Fig. 1: run 1, cell outlines without signal wires
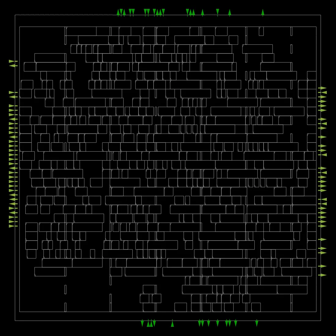
Fig. 2: run 1, placement by cell class
Scale bar: 20 microns. Fill, decap, tap and diode cells in grey.
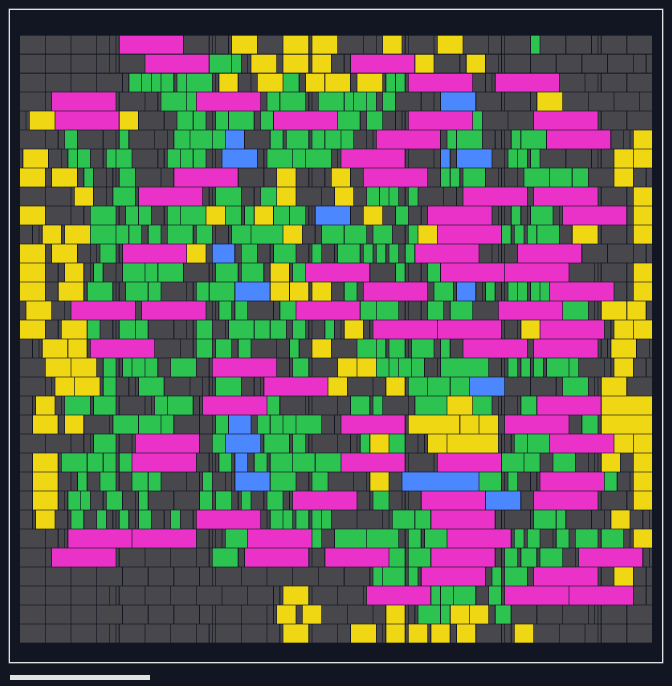
Fig. 3: run 1, clock distribution
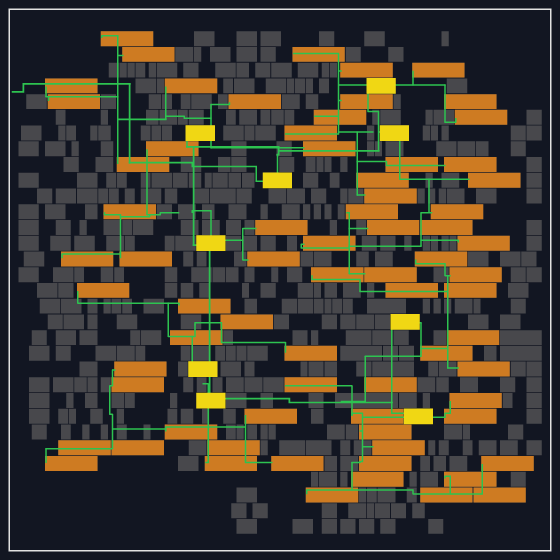
[src/rtl/li_expander_if.sv]
// Handshake bus for li_expander: constant/register request in, instruction word out.
interface li_expander_if;
  logic        in_valid;
  logic        in_ready;
  logic [31:0] in_value;
  logic [4:0]  in_rt;
  logic        out_valid;
  logic        out_ready;
  logic [31:0] out_instr;
  logic [1:0]  out_eop;
  logic        out_last;

  modport slave (
    input  in_valid, in_value, in_rt, out_ready,
    output in_ready, out_valid, out_instr, out_eop, out_last
  );

  modport master (
    output in_valid, in_value, in_rt, out_ready,
    input  in_ready, out_valid, out_instr, out_eop, out_last
  );
endinterface

[src/rtl/li_expander.sv]
// Expands a 32-bit constant into the shortest MIPS load sequence (ADDIU/ORI/LUI or LUI+ORI),
// tagging each word with the extender op needed to rebuild its immediate.
module li_expander (
  input  logic          clk,
  input  logic          reset,
  li_expander_if.slave  bus,
  output logic [15:0]   emit_count
);

  localparam int unsigned CNT_W = 16;

  localparam logic [5:0] OP_ADDIU = 6'h09;
  localparam logic [5:0] OP_ORI   = 6'h0D;
  localparam logic [5:0] OP_LUI   = 6'h0F;

  localparam logic [1:0] EOP_SIGN  = 2'b00;
  localparam logic [1:0] EOP_ZERO  = 2'b01;
  localparam logic [1:0] EOP_UPPER = 2'b10;

  typedef enum logic [1:0] {IDLE, FIRST, SECOND} state_e;

  state_e             state_q, state_d;
  logic [31:0]        instr_q, instr_d;
  logic [1:0]         eop_q, eop_d;
  logic               last_q, last_d;
  logic [15:0]        lo_q, lo_d;
  logic [4:0]         rt_q, rt_d;
  logic               two_q, two_d;
  logic [CNT_W-1:0]   count_q, count_d;

  logic               accept;
  logic               handshake;
  logic               fits_sext;

  assign bus.in_ready  = (state_q == IDLE) && !reset;
  assign bus.out_valid = (state_q != IDLE);
  assign bus.out_instr = instr_q;
  assign bus.out_eop   = eop_q;
  assign bus.out_last  = last_q;
  assign emit_count    = count_q;

  assign accept    = bus.in_valid && bus.in_ready;
  assign handshake = bus.out_valid && bus.out_ready;
  // Upper 17 bits identical means the value survives 16-bit sign extension.
  assign fits_sext = (&bus.in_value[31:15]) || !(|bus.in_value[31:15]);

  // State register
  always_ff @(posedge clk or posedge reset) begin
    if (reset) state_q <= IDLE;
    else       state_q <= state_d;
  end

  // Next-state logic
  always_comb begin
    state_d = state_q;
    case (state_q)
      IDLE:    if (accept) state_d = FIRST;
      FIRST:   if (bus.out_ready) state_d = two_q ? SECOND : IDLE;
      SECOND:  if (bus.out_ready) state_d = IDLE;
      default: state_d = IDLE;
    endcase
  end

  // Output/datapath next values: classify at accept, load word 2 on word-1 handshake
  always_comb begin
    instr_d = instr_q;
    eop_d   = eop_q;
    last_d  = last_q;
    lo_d    = lo_q;
    rt_d    = rt_q;
    two_d   = two_q;
    count_d = count_q + CNT_W'(handshake);
    case (state_q)
      IDLE: begin
        if (accept) begin
          lo_d  = bus.in_value[15:0];
          rt_d  = bus.in_rt;
          two_d = 1'b0;
          last_d = 1'b1;
          if (fits_sext) begin
            instr_d = {OP_ADDIU, 5'd0, bus.in_rt, bus.in_value[15:0]};
            eop_d   = EOP_SIGN;
          end else if (bus.in_value[31:16] == 16'h0000) begin
            instr_d = {OP_ORI, 5'd0, bus.in_rt, bus.in_value[15:0]};
            eop_d   = EOP_ZERO;
          end else begin
            instr_d = {OP_LUI, 5'd0, bus.in_rt, bus.in_value[31:16]};
            eop_d   = EOP_UPPER;
            if (bus.in_value[15:0] != 16'h0000) begin
              two_d  = 1'b1;
              last_d = 1'b0;
            end
          end
        end
      end
      FIRST: begin
        if (bus.out_ready && two_q) begin
          instr_d = {OP_ORI, rt_q, rt_q, lo_q};
          eop_d   = EOP_ZERO;
          last_d  = 1'b1;
        end
      end
      default: ;
    endcase
  end

  // Datapath registers
  always_ff @(posedge clk or posedge reset) begin
    if (reset) begin
      instr_q <= 32'h0;
      eop_q   <= EOP_SIGN;
      last_q  <= 1'b0;
      lo_q    <= 16'h0;
      rt_q    <= 5'd0;
      two_q   <= 1'b0;
      count_q <= '0;
    end else begin
      instr_q <= instr_d;
      eop_q   <= eop_d;
      last_q  <= last_d;
      lo_q    <= lo_d;
      rt_q    <= rt_d;
      two_q   <= two_d;
      count_q <= count_d;
    end
  end

endmodule
[src/flat_wrapper.sv]
// flat-port wrapper written by rule: the top's interface ports become plain ports
module li_expander_flat 
  (clk, reset, emit_count, bus_in_valid, bus_in_value, bus_in_rt, bus_out_ready, bus_in_ready, bus_out_valid, bus_out_instr, bus_out_eop, bus_out_last);
  li_expander_if bus_i ();
  input  logic clk;
  input  logic reset;
  output logic [15:0] emit_count;
  input wire logic [$bits(bus_i.in_valid)-1:0] bus_in_valid;
  input wire logic [$bits(bus_i.in_value)-1:0] bus_in_value;
  input wire logic [$bits(bus_i.in_rt)-1:0] bus_in_rt;
  input wire logic [$bits(bus_i.out_ready)-1:0] bus_out_ready;
  output wire logic [$bits(bus_i.in_ready)-1:0] bus_in_ready;
  output wire logic [$bits(bus_i.out_valid)-1:0] bus_out_valid;
  output wire logic [$bits(bus_i.out_instr)-1:0] bus_out_instr;
  output wire logic [$bits(bus_i.out_eop)-1:0] bus_out_eop;
  output wire logic [$bits(bus_i.out_last)-1:0] bus_out_last;
  assign bus_i.in_valid = bus_in_valid;
  assign bus_i.in_value = bus_in_value;
  assign bus_i.in_rt = bus_in_rt;
  assign bus_i.out_ready = bus_out_ready;
  assign bus_in_ready = bus_i.in_ready;
  assign bus_out_valid = bus_i.out_valid;
  assign bus_out_instr = bus_i.out_instr;
  assign bus_out_eop = bus_i.out_eop;
  assign bus_out_last = bus_i.out_last;
  li_expander u_core (.clk(clk), .reset(reset), .bus(bus_i), .emit_count(emit_count));
endmodule
[config.mk]
export PLATFORM = sky130hd
export DESIGN_NAME = li_expander_flat
export DESIGN_NICKNAME = d
export VERILOG_FILES = /design/src/rtl/li_expander_if.sv /design/src/rtl/li_expander.sv /design/src/flat_wrapper.sv
export SDC_FILE = /design/constraint.sdc
export NUM_CORES = 1
export LEC_CHECK = 0
export CORE_UTILIZATION = 44
export DETAILED_ROUTE_END_ITERATION = 7
export GPL_TIMING_DRIVEN = 1
export PLACE_DENSITY = 0.76
export SYNTH_ARGS = -nofsm -noshare
export SYNTH_HDL_FRONTEND = slang
export SYNTH_SLANG_ARGS = --single-unit
[constraint.sdc]
create_clock -name clk -period 2.2 [get_ports clk]
set_input_delay 0.22 -clock clk [delete_from_list [all_inputs] [get_ports clk]]
set_output_delay 0.22 -clock clk [all_outputs]
set_load 0.1 [all_outputs]
==> ds_physical_params.txt, run 1 <==
Characteristics after synthesis and place and route

Parameter                              Value

Run status
  Status    finished, final reports clean

Power and ir drop
  Power Combinational    3.90 mW
  Proportion of power drawn by combinational gates    55.5%
  Seq pwr    2.08 mW
  Max VDD drop    0.847 mV
  Switching power total    3.81 mW
  Pint    3.22 mW

Logic synthesis
  Count of cell types in the netlist    44
  Cell count after synthesis    380
  Chip area from the yosys synthesis statistics    3670 sq um
  Leading cell type by number of instances after synthesis    sky130_fd_sc_hd__dfrtp_1
  Number of warnings issued by yosys    0
  Top cells by instance count after synthesis    sky130_fd_sc_hd__dfrtp_1, sky130_fd_sc_hd__nand2_1, sky130_fd_sc_hd__nand3_1

Placement
  Placed cell areas    4680 sq um

Detailed routing
  Top layer reached by signal wires    met4
  Vias per inst    5.90

Layout
  Multi-In Gates    258
  Count of non-CTS inverters in the layout    21
  Most frequent cells in the layout    sky130_fd_sc_hd__buf_4, sky130_fd_sc_hd__dfrtp_1, sky130_fd_sc_hd__nand2_1
  Combined area of the multi-input logic cells    1660 sq um
  Final Instance Area    4870 sq um
  Area growth syn-to-layout    32.7%

Floorplanning
  Std cell rows    32
  Number of top-level pins    94
  Area of the placeable core    7890 sq um
  Die W    93.4 microns
  Fp_density    46.6%
  Chip height    93.4 microns

Clock tree
  Number of setup buffers added after CTS    0
  H-tree level count    3
  Root buffer cell    sky130_fd_sc_hd__clkbuf_8
  Clock net sink count    71
  Gates resized, CTS repair    0

Worst setup path
  Register-to-Register Path Depth    7
  Largest incremental delay on the critical path    0.44 ns
  WP data required    2.43 ns
  Beginning of the critical path    u_core.state_q[0]

Hold path
  Path class of the lowest-slack min-delay path    in2reg

Timing
  Transition time at the pin with the least slew margin    0.881 ns
  RSZ-0062 raised after global routing    no
  Aggregate negative setup slack    0 ns
  Total setup violations reported at the end of the flow    0

GRT
  Global-route wire length before repair    16200 microns
  Largest net degree at the start of global routing    72
  Met2 usage in global routing    36.8%
Notes on Fig. 1 above:
register share of the cell area: 36.5%
final cell count without fillers: 585
# Taps: 102
Filler Cell Count: 658

Notes on Fig. 2 above:
legend:
  magenta:
    class: flip-flops
    cells: 71
  green:
    class: all other logic
    cells: 279
  blue:
    class: clock drivers and dummy loads
    cells: 16
  yellow:
    class: other buffers and delay cells
    cells: 117

Notes on Fig. 3 above:
legend:
  yellow:
    item: cells driving clock nets
    count: 9
  green:
    item: clock wires
    length: 885 microns
  orange:
    item: flip-flops
    count: 71
routed clock nets: 10

run 1: sequential cells by signal (all words and copies together) (netlist names):
| name | count |
|---|---|
| u_core.rt_q | 5 |
| u_core.bus.out_last | 1 |
| u_core.bus.out_instr | 29 |
| u_core.state_q | 2 |
| u_core.lo_q | 16 |
| u_core.emit_count | 16 |
| u_core.two_q | 1 |
| u_core.bus.out_eop | 1 |
run 1: per-stage QoR:
step | cells | hold slack [ns] | total power [mW] | utilization [%] | setup WS, ns
floorplan | 381 | 0.325 | 5.07 | - | 0.0255
global placement | 569 | 0.456 | 5.95 | 59.3 | 0.157
detailed placement | 569 | 0.470 | 6.01 | 59.3 | 0.114
CTS | 585 | 0.434 | 7.07 | 61.8 | 0.333
global route | 585 | 0.443 | 7.34 | 61.8 | 0.226
finish | 585 | 0.440 | 7.04 | 61.8 | 0.361
Fig. 4: run 1, metal 2
Scale bar: 20 microns.
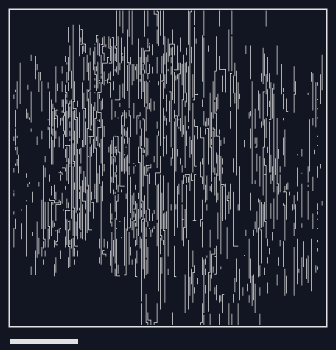

==> run 2, diff against run 1 <==
- CORE_UTILIZATION: 44 -> 49
- PLACE_DENSITY: 0.76 -> 0.8
- clock period: 2.2 -> 1.9 ns (I/O delays scaled with it)
Fig. 5: run 2, metal 2
Scale bar: 20 microns.
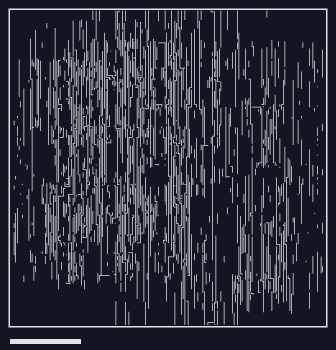
nets with wire on the layer: 483
main direction: vertical

Fig. 6: run 2, cell outlines without signal wires
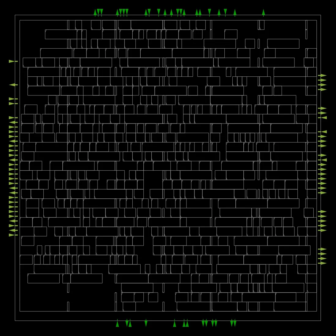
std cell rows: 31
count of sequential standard cells: 71

==> ds_physical_params.txt, run 2 <==
Characteristics after synthesis and place and route

Parameter                              Value

Run status
  Status    finished, final reports clean

Timing
  Final min period    1.83 ns
  Timing-limited maximum frequency    547 MHz
  Aggregate negative setup slack    0 ns (unchanged)
  Final setup margin    0.0712 ns (-0.290 ns)
  RSZ-0062 raised after global routing    yes
  Total setup violations reported at the end of the flow    0 (unchanged)
  Worst hold margin    0.409 ns (-0.0302 ns)
  Transition time at the pin with the least slew margin    0.526 ns (-0.355 ns)
  Maximum clock skew at final layout    0.00815 ns
  Normalized max-slew margin    64.6%

Layout
  Filler Cell Count    565 (-14%)
  Non-clock buffers    140
  Fraction of layout cells with a size suffix above 1    26.1%
  Cell class with the largest area share    registers
  Register share of the cell area    35.0% (-1.5 points)
  Combined area of the multi-input logic cells    1680 sq um (+1.3%)
  Count of non-CTS inverters in the layout    21 (unchanged)
  Final Instance Area    5100 sq um (+4.6%)
  Multi-In Gates    258 (unchanged)
  Area growth syn-to-layout    38.8%
  Final-layout clock buffer total    10
  Flip-flop count of the largest register, all copies and words added    29 (unchanged)
  Clk cell area share    4.03%
  Utilization after layout    70.3% (+8.5 points)
  Final cell count without fillers    605 (+3.4%)
  Most frequent cells in the layout    sky130_fd_sc_hd__buf_4, sky130_fd_sc_hd__dfrtp_1, sky130_fd_sc_hd__nand2_1

Power and ir drop
  Pwr Density    1620 nW/um^2
  Switching power total    4.44 mW (+16%)
  Group drawing the most power    combinational cells
  Overall Power    8.28 mW (+18%)
  Pleak    2.44 nW
  Proportion of power drawn by combinational gates    55.6% (about the same)
  Max VDD drop    0.996 mV (+18%)
  Seq pwr    2.42 mW (+16%)
  Power Combinational    4.60 mW (+18%)
  Pint    3.83 mW (+19%)

Logic synthesis
  Most used flip-flop cell after synthesis    sky130_fd_sc_hd__dfrtp_1
  Synth top area cells    sky130_fd_sc_hd__dfrtp_1, sky130_fd_sc_hd__o211a_1, sky130_fd_sc_hd__nand3_1
  Dominant combinational cell family by area after synthesis    AND-OR/OR-AND gates
  Count of cell types in the netlist    44 (unchanged)
  Number of warnings issued by yosys    0 (unchanged)
  Post-synthesis adder-cell area fraction    0.681%
  Top cells by instance count after synthesis    sky130_fd_sc_hd__dfrtp_1, sky130_fd_sc_hd__nand2_1, sky130_fd_sc_hd__nand3_1
  Fraction of registers with async set or reset after synthesis    100%
  Chip area from the yosys synthesis statistics    3670 sq um (unchanged)
  Mapped Area    3670 sq um
  Cell count after synthesis    380 (unchanged)
  Flops & latches, synth    71
  Leading cell type by number of instances after synthesis    sky130_fd_sc_hd__dfrtp_1

Hold path
  Path class of the lowest-slack min-delay path    in2reg

Clock tree
  Root buffer cell    sky130_fd_sc_hd__clkbuf_8
  Worst skew pair latency    0.34 ns
  Cts bufs inserted    9
  Clock tree from TritonCTS    built
  Clock net sink count    71 (unchanged)
  Number of setup buffers added after CTS    0 (unchanged)
  H-tree level count    3 (unchanged)

Worst setup path
  Critical-path cell with the highest stage delay    sky130_fd_sc_hd__dfrtp_1
  Maximum fanout along the worst path    25
  Critical path start-end classification    reg2reg
  Largest incremental delay on the critical path    0.43 ns (about the same)
  WP data required    2.12 ns (-0.31 ns)

Floorplanning
  # Taps    99 (-2.9%)
  Die W    88.6 microns (-5.1%)
  Fp_density    50.6% (+4.1 points)
  Number of top-level pins    94 (unchanged)
  Chip height    88.6 microns (-5.1%)
  Area of the placeable core    7250 sq um (-8.0%)
  Die area    7840 sq um

GRT
  Antenna violations before repair    0
  Combined global-route utilization of all metal layers    28.1%
  Met2 usage in global routing    45.3% (+8.5 points)
  Global-route wire length before repair    16500 microns (+2.2%)
  Largest net degree at the start of global routing    72 (unchanged)

Detailed routing
  Vias per inst    6.08 (+3.1%)
  Top layer reached by signal wires    met4
  Met3 routed WL    796 microns
  Total wire length after detailed routing    10500 microns

Placement
  Pre-CTS WS    -0.213 ns (-0.327 ns)
  Placed cell areas    4870 sq um (+4.1%)
  Routability congestion estimate    0.952
  Placed Cells    589 (+3.5%)
Fig. 7: run 2, supply network
Pins as bars on the die edge. Tap cells in grey.
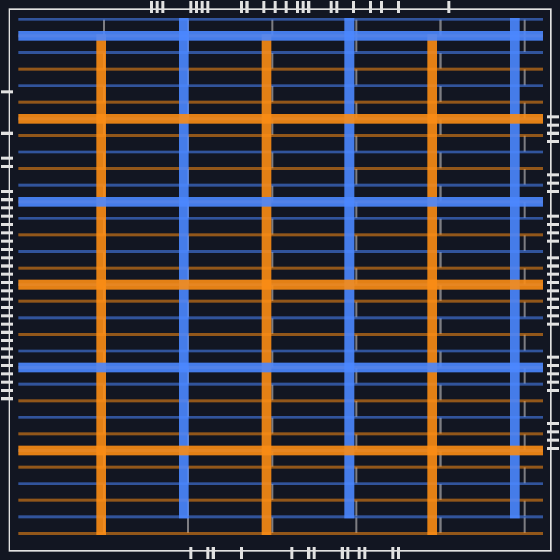
legend:
  blue:
    net: VDD
  orange:
    net: VSS
met1 rails: 32
rows: 31
tap cells: 99
signal pins: 94
met4 straps: 6

run 2: path summary, 6_finish.rpt:
path                                       start                      end  slack [ns]  cells past startpoint
setup / recovery               u_core.state_q[1]  u_core.bus.out_instr[4]        0.07                      6
hold / removal                      bus_in_rt[1]           u_core.rt_q[1]        0.41                      3
setup reg to reg               u_core.state_q[1]  u_core.bus.out_instr[4]        0.07                      6
hold reg to reg            u_core.emit_count[15]    u_core.emit_count[15]        0.48                      1
max in group asynchronous                  reset     u_core.emit_count[4]        1.09                      4
min in group asynchronous                  reset    u_core.emit_count[11]        0.51                      4
run 2: what timing repair did:
item,4_1_cts,5_1_grt
gates resized,0,4
hold buffers,0,0
setup endpoints to repair,0,12
Fig. 8: run 2, placement by cell class
Scale bar: 20 microns. Fill, decap, tap and diode cells in grey.
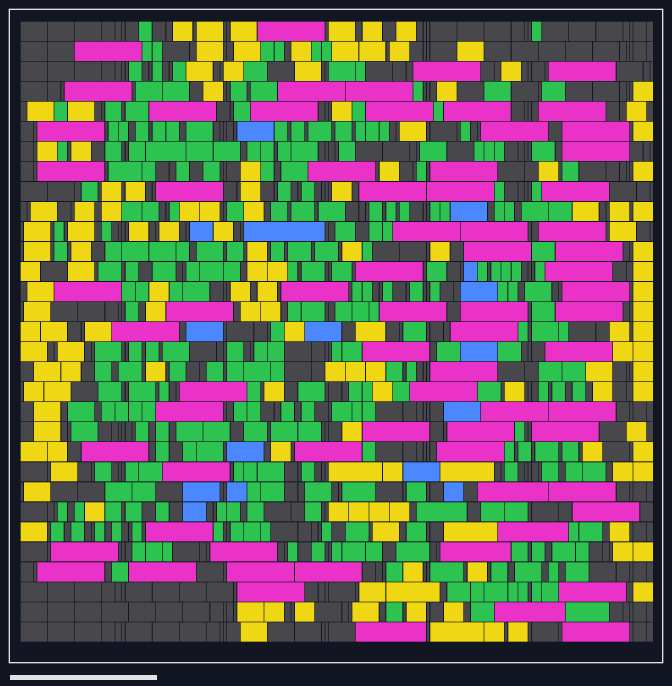

==> run 3, diff against run 2 <==
--- a/config.mk
+++ b/config.mk
@@ -6,8 +6,9 @@
 export NUM_CORES = 1
 export LEC_CHECK = 0
-export CORE_UTILIZATION = 49
+export CORE_UTILIZATION = 51
+export CTS_BUF_LIST = sky130_fd_sc_hd__clkbuf_4 sky130_fd_sc_hd__clkbuf_8
 export DETAILED_ROUTE_END_ITERATION = 7
 export GPL_TIMING_DRIVEN = 1
-export PLACE_DENSITY = 0.8
+export PLACE_DENSITY = 0.83
 export SYNTH_ARGS = -nofsm -noshare
 export SYNTH_HDL_FRONTEND = slang
==> constraint.sdc (replaced) <==
create_clock -name clk -period 1.9 [get_ports clk]
set_input_delay 0.38 -clock clk [delete_from_list [all_inputs] [get_ports clk]]
set_output_delay 0.38 -clock clk [all_outputs]
set_load 0.1 [all_outputs]
Fig. 9: run 3, placement by cell class
Scale bar: 20 microns. Fill, decap, tap and diode cells in grey.
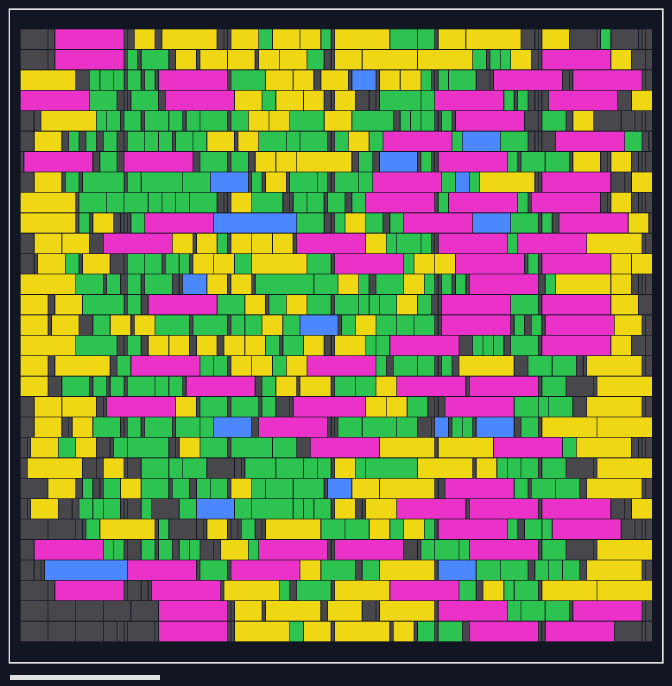
legend:
  yellow:
    class: other buffers and delay cells
    cells: 169
  green:
    class: all other logic
    cells: 279
  blue:
    class: clock drivers and dummy loads
    cells: 16
  magenta:
    class: flip-flops
    cells: 71

Fig. 10: run 3, metal 2
Scale bar: 20 microns.
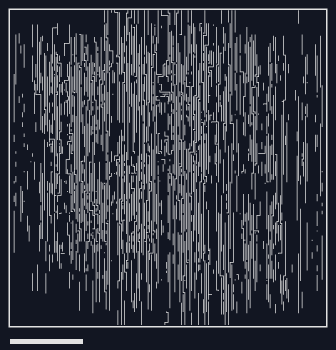
wire length on this layer: 6310 microns
longest straight run: 43.5 microns
main direction: vertical

Fig. 11: run 3, supply network
Pins as bars on the die edge. Tap cells in grey.
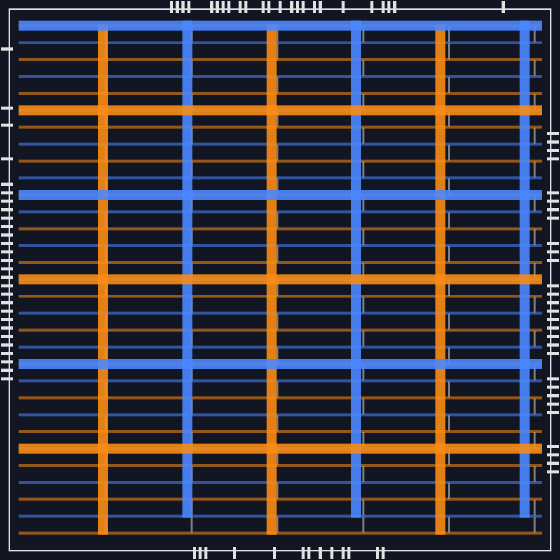
Max VDD drop: 1.31 mV
Die W: 86.9 microns
chip height: 86.9 microns
area of the placeable core: 6870 sq um

==> ds_physical_params.txt, run 3 <==
Characteristics after synthesis and place and route

Parameter                              Value

Run status
  Status    complete, but fails checks
  Failing checks    setup timing

GRT
  Met2 usage in global routing    59.1% (+14 points)
  Met1 usage    42.4%
  Global-route wire length before repair    19900 microns (+20%)
  Total overflow reported by the global router    0
  Combined global-route utilization of all metal layers    34.8% (+6.7 points)
  Largest net degree at the start of global routing    72 (unchanged)

Logic synthesis
  Synth top area cells    sky130_fd_sc_hd__dfrtp_1, sky130_fd_sc_hd__o211a_1, sky130_fd_sc_hd__nand3_1
  Chip area from the yosys synthesis statistics    3670 sq um (unchanged)
  Cell count after synthesis    380 (unchanged)
  Count of cell types in the netlist    44 (unchanged)
  Fraction of registers with async set or reset after synthesis    100% (unchanged)
  Number of warnings issued by yosys    0 (unchanged)
  Leading cell type by number of instances after synthesis    sky130_fd_sc_hd__dfrtp_1
  Top cells by instance count after synthesis    sky130_fd_sc_hd__dfrtp_1, sky130_fd_sc_hd__nand2_1, sky130_fd_sc_hd__nand3_1
  Most used flip-flop cell after synthesis    sky130_fd_sc_hd__dfrtp_1

Clock tree
  Quantity of hold-fixing buffers added after cts    0 (unchanged)
  Clock net sink count    71 (unchanged)
  Clock tree from TritonCTS    built
  Gates resized, CTS repair    4 (+4)
  Number of setup buffers added after CTS    1 (+1)
  Worst skew pair latency    0.36 ns (+0.02 ns)
  Root buffer cell    sky130_fd_sc_hd__clkbuf_8
  H-tree level count    3 (unchanged)
  Cts bufs inserted    9 (unchanged)

Timing
  Final setup margin    -0.0404 ns (-0.112 ns)
  Worst hold margin    0.475 ns (+0.0661 ns)
  Final min period    1.94 ns (+0.112 ns)
  Maximum clock skew at final layout    0.0142 ns (+0.00601 ns)
  Normalized max-slew margin    61.5% (-3.2 points)
  Total setup violations reported at the end of the flow    3 (+3)
  Timing-limited maximum frequency    515 MHz (-5.8%)
  Transition time at the pin with the least slew margin    0.578 ns (+0.0517 ns)
  Final slew viol count    0

Power and ir drop
  Overall Power    9.51 mW (+15%)
  Pwr Density    1610 nW/um^2 (-1.0%)
  Pleak    2.80 nW (+15%)

Hold path
  Path class of the lowest-slack min-delay path    reg2reg
  Hold Path Sink    u_core.emit_count[15]
  Hold path cells    1 (-2)

Layout
  Final-layout clock buffer total    9 (-1)
  Filler Cell Count    333 (-41%)
  Flip-flop count of the largest register, all copies and words added    29 (unchanged)
  Non-clock buffers    169 (+21%)
  Utilization after layout    86.1% (+16 points)
  Clk cell area share    3.72% (-0.30 points)
  Combined area of the multi-input logic cells    1780 sq um (+5.6%)
  Register share of the cell area    30.1% (-4.9 points)
  Final Instance Area    5910 sq um (+16%)
  Count of sequential standard cells    71 (unchanged)
  Count of non-CTS inverters in the layout    21 (unchanged)
  Most frequent cells in the layout    sky130_fd_sc_hd__buf_4, sky130_fd_sc_hd__dfrtp_1, sky130_fd_sc_hd__buf_12
  Area growth syn-to-layout    61.1%

Worst setup path
  Worst Path Buf+Inv    2
  Maximum fanout along the worst path    6 (-76%)
  Register-to-Register Path Depth    6 (unchanged)
  Largest incremental delay on the critical path    0.58 ns (+0.15 ns)
  Worst flop-to-flop path startpoint    u_core.state_q[1]
  Endpoint of the worst-slack reg-to-reg timing path    u_core.bus.out_instr[14]
  Worst setup endpoint    u_core.bus.out_instr[5]
  Beginning of the critical path    bus_in_value[19]
  Critical path start-end classification    in2reg
  Worst-case register-to-register setup slack    0 ns (-0.07 ns)
  Critical-path cell with the highest stage delay    sky130_fd_sc_hd__or4_4
  WP data required    2.14 ns (+0.02 ns)
  Stages on the worst setup path    6 (unchanged)

Detailed routing
  Total wire length after detailed routing    12900 microns (+23%)
  Top layer reached by signal wires    met4
  Met3 routed WL    1210 microns (+52%)
  Vias per inst    6.34 (+4.2%)
  Via total after detailed routing    3998

Placement
  Routability congestion estimate    0.951 (-0.18%)
  Placed cell areas    5560 sq um (+14%)

Floorplanning
  Fp_density    53.5% (+2.8 points)
  Die area    7540 sq um (-3.8%)
  Std cell rows    30 (-3.2%)
  Number of top-level pins    94 (unchanged)
  # Taps    96 (-3.0%)
run 3: cell counts after synthesis:
Identical to the previous run, type by type.
run 3: logic make-up after synthesis:
kind of cell	synth area share, %
simple gates	20.0
fa+ha+maj	0.681
xor+xnor	3.58
other cells	0.102
compound gates	20.5
flops	48.4
buf+inv	6.68
run 3: per-stage QoR:
step           setup TNS, ns  worst slack, ns  instances
5_1_grt               -0.517           -0.110        631
6_report             -0.0735          -0.0404        631
3_3_place_gp           -8.47           -0.301        614
3_5_place_dp          -10.49           -0.368        614
4_1_cts                    0         0.000104        631
2_1_floorplan          -2.74           -0.252        381
run 3: where the power goes:
part	leakage [nW]	internal [mW]	switching (mW)
combinational	1.81	1.94	3.57
sequential	0.871	1.99	0.631
clock	0.114	0.743	0.629
total	2.80	4.68	4.83
Power and IR drop assume default switching activity.
